<file path="config.mk">
export PLATFORM = sky130hd
export DESIGN_NAME = nibble_serial_add_ctrl_flat
export DESIGN_NICKNAME = d
export VERILOG_FILES = /design/src/rtl/alu_pkg.sv /design/src/rtl/nibble_serial_add_ctrl_if.sv /design/src/rtl/FullAdder_4.sv /design/src/rtl/nibble_serial_add_ctrl.sv /design/src/flat_wrapper.sv
export SDC_FILE = /design/constraint.sdc
export NUM_CORES = 1
export LEC_CHECK = 0
export CAP_MARGIN = 20
export CORE_MARGIN = 4
export CORE_UTILIZATION = 26
export DETAILED_ROUTE_END_ITERATION = 10
export HOLD_SLACK_MARGIN = 0.05
export PLACE_DENSITY_LB_ADDON = 0.08
export SLEW_MARGIN = 0
export SYNTH_ARGS = -nofsm -noshare
export SYNTH_HDL_FRONTEND = slang
export SYNTH_SLANG_ARGS = --single-unit
</file>
<file path="constraint.sdc">
create_clock -name clk -period 5.2 [get_ports clk]
set_clock_uncertainty 0.1 [all_clocks]
set_input_delay 0.78 -clock clk [delete_from_list [all_inputs] [get_ports clk]]
set_output_delay 0.78 -clock clk [all_outputs]
set_load 0.01 [all_outputs]
</file>
<file path="src/rtl/alu_pkg.sv">
// Shared ALU types: serial-adder FSM states and nibble geometry.
package alu_pkg;

   typedef enum logic [1:0] {
      IDLE = 2'd0,
      RUN  = 2'd1,
      DONE = 2'd2
   } serial_add_state_t;

   localparam int NIB_BITS = 4;

   function automatic int nib_count(input int width);
      return width / NIB_BITS;
   endfunction

endpackage

</file>
<file path="src/rtl/nibble_serial_add_ctrl_if.sv">
// Request/response bundle for the nibble-serial adder.
interface nibble_serial_add_ctrl_if #(
   parameter int WIDTH = 32
);
   logic             in_valid;
   logic             in_ready;
   logic             op_sub;
   logic [WIDTH-1:0] a;
   logic [WIDTH-1:0] b;
   logic             out_valid;
   logic             out_ready;
   logic [WIDTH-1:0] result;
   logic             carry_out;
   logic             overflow;
   logic             busy;

   modport master (
      output in_valid, op_sub, a, b, out_ready,
      input  in_ready, out_valid, result, carry_out, overflow, busy
   );

   modport slave (
      input  in_valid, op_sub, a, b, out_ready,
      output in_ready, out_valid, result, carry_out, overflow, busy
   );
endinterface

</file>
<file path="src/rtl/FullAdder_4.sv">
// 4-bit ripple-carry adder slice.
module FullAdder_4 (
   input  logic [3:0] a,
   input  logic [3:0] b,
   input  logic       cin,
   output logic [3:0] sum,
   output logic       cout
);
   logic c;

   always_comb begin
      sum = '0;
      c   = cin;
      for (int i = 0; i < 4; i++) begin
         sum[i] = a[i] ^ b[i] ^ c;
         c      = (a[i] & b[i]) | (c & (a[i] ^ b[i]));
      end
      cout = c;
   end
endmodule

</file>
<file path="src/rtl/nibble_serial_add_ctrl.sv">
// Nibble-serial add/subtract: one 4-bit slice reused NIB cycles, LSB nibble first,
// valid/ready on both the request and the result side.
module nibble_serial_add_ctrl
   import alu_pkg::*;
#(
   parameter int WIDTH = 32
) (
   input logic                      clk,
   input logic                      rst_n,
   nibble_serial_add_ctrl_if.slave  bus
);
   localparam int NIB   = nib_count(WIDTH);
   localparam int CNT_W = $clog2(NIB);
   localparam int MSB   = WIDTH - 1;
   localparam logic [CNT_W-1:0] CNT_LAST = CNT_W'(NIB - 1);

   serial_add_state_t state;
   logic [CNT_W-1:0]  cnt;
   logic              carry;
   logic [WIDTH-1:0]  a_q;
   logic [WIDTH-1:0]  b_q;
   logic [WIDTH-1:0]  result_q;
   logic              carry_out_q;
   logic              overflow_q;
   logic              in_ready_q;
   logic              out_valid_q;
   logic              busy_q;

   logic [CNT_W+1:0]  nib_base;
   logic [3:0]        slice_sum;
   logic              slice_cout;

   assign nib_base = {cnt, 2'b00};

   FullAdder_4 u_slice (
      .a    (a_q[nib_base +: 4]),
      .b    (b_q[nib_base +: 4]),
      .cin  (carry),
      .sum  (slice_sum),
      .cout (slice_cout)
   );

   // Operands are pure data: loaded on acceptance only, never reset.
   always_ff @(posedge clk) begin
      if (state == IDLE && bus.in_valid) begin
         a_q <= bus.a;
         b_q <= bus.b ^ {WIDTH{bus.op_sub}};
      end
   end

   always_ff @(posedge clk or negedge rst_n) begin
      if (!rst_n) begin
         state       <= IDLE;
         cnt         <= '0;
         carry       <= 1'b0;
         result_q    <= '0;
         carry_out_q <= 1'b0;
         overflow_q  <= 1'b0;
         in_ready_q  <= 1'b1;
         out_valid_q <= 1'b0;
         busy_q      <= 1'b0;
      end else begin
         case (state)
            IDLE: begin
               if (bus.in_valid) begin
                  cnt        <= '0;
                  carry      <= bus.op_sub;
                  state      <= RUN;
                  in_ready_q <= 1'b0;
                  busy_q     <= 1'b1;
               end
            end
            RUN: begin
               result_q[nib_base +: 4] <= slice_sum;
               carry                   <= slice_cout;
               if (cnt == CNT_LAST) begin
                  cnt         <= '0;
                  state       <= DONE;
                  out_valid_q <= 1'b1;
                  carry_out_q <= slice_cout;
                  // slice_sum[3] is the result MSB being written on this edge.
                  overflow_q  <= (a_q[MSB] == b_q[MSB]) && (slice_sum[3] != a_q[MSB]);
               end else begin
                  cnt <= cnt + CNT_W'(1);
               end
            end
            DONE: begin
               if (bus.out_ready) begin
                  state       <= IDLE;
                  out_valid_q <= 1'b0;
                  busy_q      <= 1'b0;
                  in_ready_q  <= 1'b1;
               end
            end
            default: begin
               state       <= IDLE;
               out_valid_q <= 1'b0;
               busy_q      <= 1'b0;
               in_ready_q  <= 1'b1;
            end
         endcase
      end
   end

   assign bus.in_ready  = in_ready_q;
   assign bus.out_valid = out_valid_q;
   assign bus.busy      = busy_q;
   assign bus.result    = result_q;
   assign bus.carry_out = carry_out_q;
   assign bus.overflow  = overflow_q;

endmodule

</file>
<file path="src/flat_wrapper.sv">
// flat-port wrapper written by rule: the top's interface ports become plain ports
module nibble_serial_add_ctrl_flat import alu_pkg::*;
#(
   parameter int WIDTH = 32
)
  (clk, rst_n, bus_in_valid, bus_op_sub, bus_a, bus_b, bus_out_ready, bus_in_ready, bus_out_valid, bus_result, bus_carry_out, bus_overflow, bus_busy);
  nibble_serial_add_ctrl_if #(.WIDTH(WIDTH)) bus_i ();
  input logic clk;
  input logic rst_n;
  input wire logic [$bits(bus_i.in_valid)-1:0] bus_in_valid;
  input wire logic [$bits(bus_i.op_sub)-1:0] bus_op_sub;
  input wire logic [$bits(bus_i.a)-1:0] bus_a;
  input wire logic [$bits(bus_i.b)-1:0] bus_b;
  input wire logic [$bits(bus_i.out_ready)-1:0] bus_out_ready;
  output wire logic [$bits(bus_i.in_ready)-1:0] bus_in_ready;
  output wire logic [$bits(bus_i.out_valid)-1:0] bus_out_valid;
  output wire logic [$bits(bus_i.result)-1:0] bus_result;
  output wire logic [$bits(bus_i.carry_out)-1:0] bus_carry_out;
  output wire logic [$bits(bus_i.overflow)-1:0] bus_overflow;
  output wire logic [$bits(bus_i.busy)-1:0] bus_busy;
  assign bus_i.in_valid = bus_in_valid;
  assign bus_i.op_sub = bus_op_sub;
  assign bus_i.a = bus_a;
  assign bus_i.b = bus_b;
  assign bus_i.out_ready = bus_out_ready;
  assign bus_in_ready = bus_i.in_ready;
  assign bus_out_valid = bus_i.out_valid;
  assign bus_result = bus_i.result;
  assign bus_carry_out = bus_i.carry_out;
  assign bus_overflow = bus_i.overflow;
  assign bus_busy = bus_i.busy;
  nibble_serial_add_ctrl #(.WIDTH(WIDTH)) u_core (.clk(clk), .rst_n(rst_n), .bus(bus_i));
endmodule
</file>
final_clocks.png
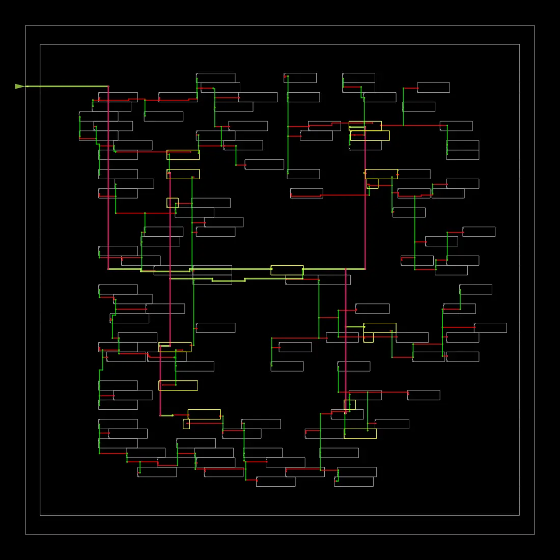
number of sequential cells: 107
clk_buf instances: 9
number of buffers created by CTS: 9
clk ins delay skew pair: 0.35 ns

pins.png
Pins as bars across the die edge, other pins in gray.
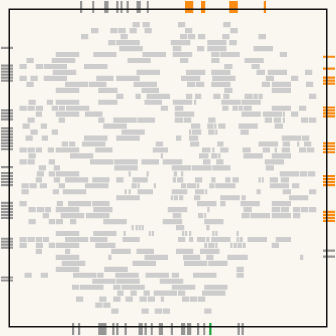
green -> bus_out_valid  # pins 1, direction output, edge south
orange -> bus_result  # pins 32, direction output, edge 21 east, 11 north
die height: 144.1 um
number of buffer cells added on primary ports: 105
Die X-Extent: 144.1 um

gate_families.png
Bar = 50 um.
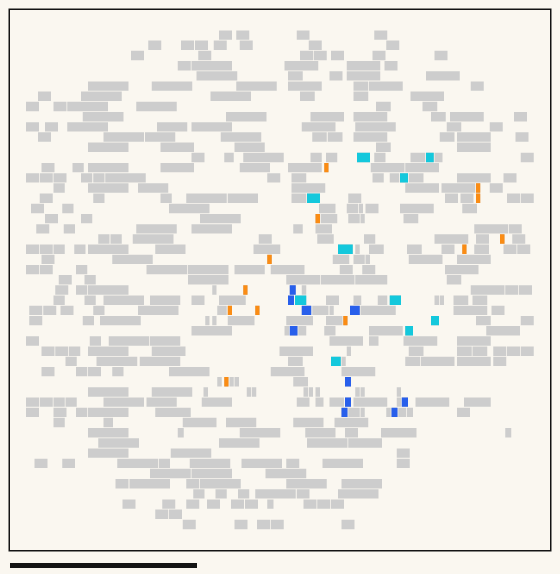
orange -> inverters  # cells 12, most used inv_1
blue -> inverting AOI/OAI gates  # cells 10, most used a21oi_1
cyan -> AND and OR gates  # cells 10, most used and2_1

metal_stack.png
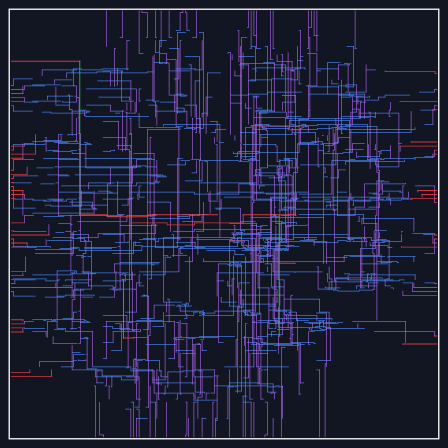
green -> met4  # wire length 201 um
blue -> met1  # wire length 4,710 um
red -> met3  # wire length 451 um
purple -> met2  # wire length 5,140 um
total global-route track usage: 10.67%
post-detailed-route wirelength per cell: 16.30 um

==> summary.txt <==
This memo summarizes the results of the implementation run.

Outcome
The run finished with clean final reports.

STA
The worst slack on hold paths is 0.2165 ns. Counting pins that exceed their max-slew limit in the final report gives 0. The final hold violation count recorded for this run is 0.

Synth
Post-synthesis, Yosys gives the total cell area as 4813 um^2. The post-synth tally of flip-flops with integrated enable is 64. After synthesis, the share of flip-flops with an asynchronous set or reset is 40.19%. The count of different cell masters after synthesis is 42.

The synthesized area is 4813 um^2. Post-synth the commonest register cell is sky130_fd_sc_hd__edfxtp_1. After synthesis, the cell types taking the most area are sky130_fd_sc_hd__edfxtp_1, sky130_fd_sc_hd__dfrtp_1, sky130_fd_sc_hd__mux4_2. The cell count after synthesis came out at 303. At floorplan, the net count of the design was reported as 383.

Critical path
The largest driver fanout on the critical path is 23. STA classifies the critical path startpoint as a flop. STA lists the startpoint of the worst register-to-register path as u_core.cnt[0].

In this design, the critical path's most frequently occurring cell is sky130_fd_sc_hd__fa_1. The OpenROAD report gives the critical path a data arrival time of 3.91 ns. Together, buffers and inverters on the worst path number 3. The launch point of the worst path is u_core.cnt[0].

Looking at the reg2reg group, the worst path ends at u_core.bus.result[7].

Pwr
Clock network power for this build is 0.739 mW. Power attributed to combinational cells is 1.51 mW. The design draws 3.545 mW.

The analysis attributes to cell leakage a power of 2.512 nW. The sequential group power is 1.30 mW.

Clock network
After clock tree synthesis, the setup repair step added 0 buffers. TritonCTS built the clock tree. The number of clock sinks is 107.

Global route
The first-pass GRT wire length is 16.57 mm. The number of global-route vias before repair is 2,978. The total congestion overflow is 0.

Floorplan
After floorplanning, the core was sized to cover 18,090 um^2. The total die area is 20,750 um^2.

Drt
The routed metal-1 wirelength is 4.710 mm. Once iteration 0 of detailed routing completed, the report listed 93 DRC markers. The count of nets left with antenna violations once routing finished came out at 0. The final wirelength is 10.50 mm.
logic make-up (layout without fill, tap and decap cells):
group,after synthesis,in the layout,share of synthesized area [%]
flip-flops,107,107,62.31
AND/OR/NAND/NOR,61,61,7.928
multiplexers,54,54,16.25
XOR/XNOR,32,32,5.823
buffers and inverters,26,138,2.651
AND-OR/OR-AND,12,12,1.560
adder cells (fa/ha/maj),11,11,3.483
routing by layer:
metal | vias to the layer above | track usage (%)
li1 | 1317 | -
met1 | 1336 | 13.86
met2 | 75 | 17.37
met3 | 13 | 2.149
met4 | 0 | 4.609
met5 | - | 0
layout make-up:
type                       instances  area, um^2
fill                            1716       11640
sequential                       107        3000
multi-input combinational        170        1694
timing repair buffer             110        1091
tap                              229       286.5
clock buffer                       9       225.2
clock inverter                     7       98.84
inverter                          12       45.04
No activity file was given, so power comes from the tool's default toggle rates.
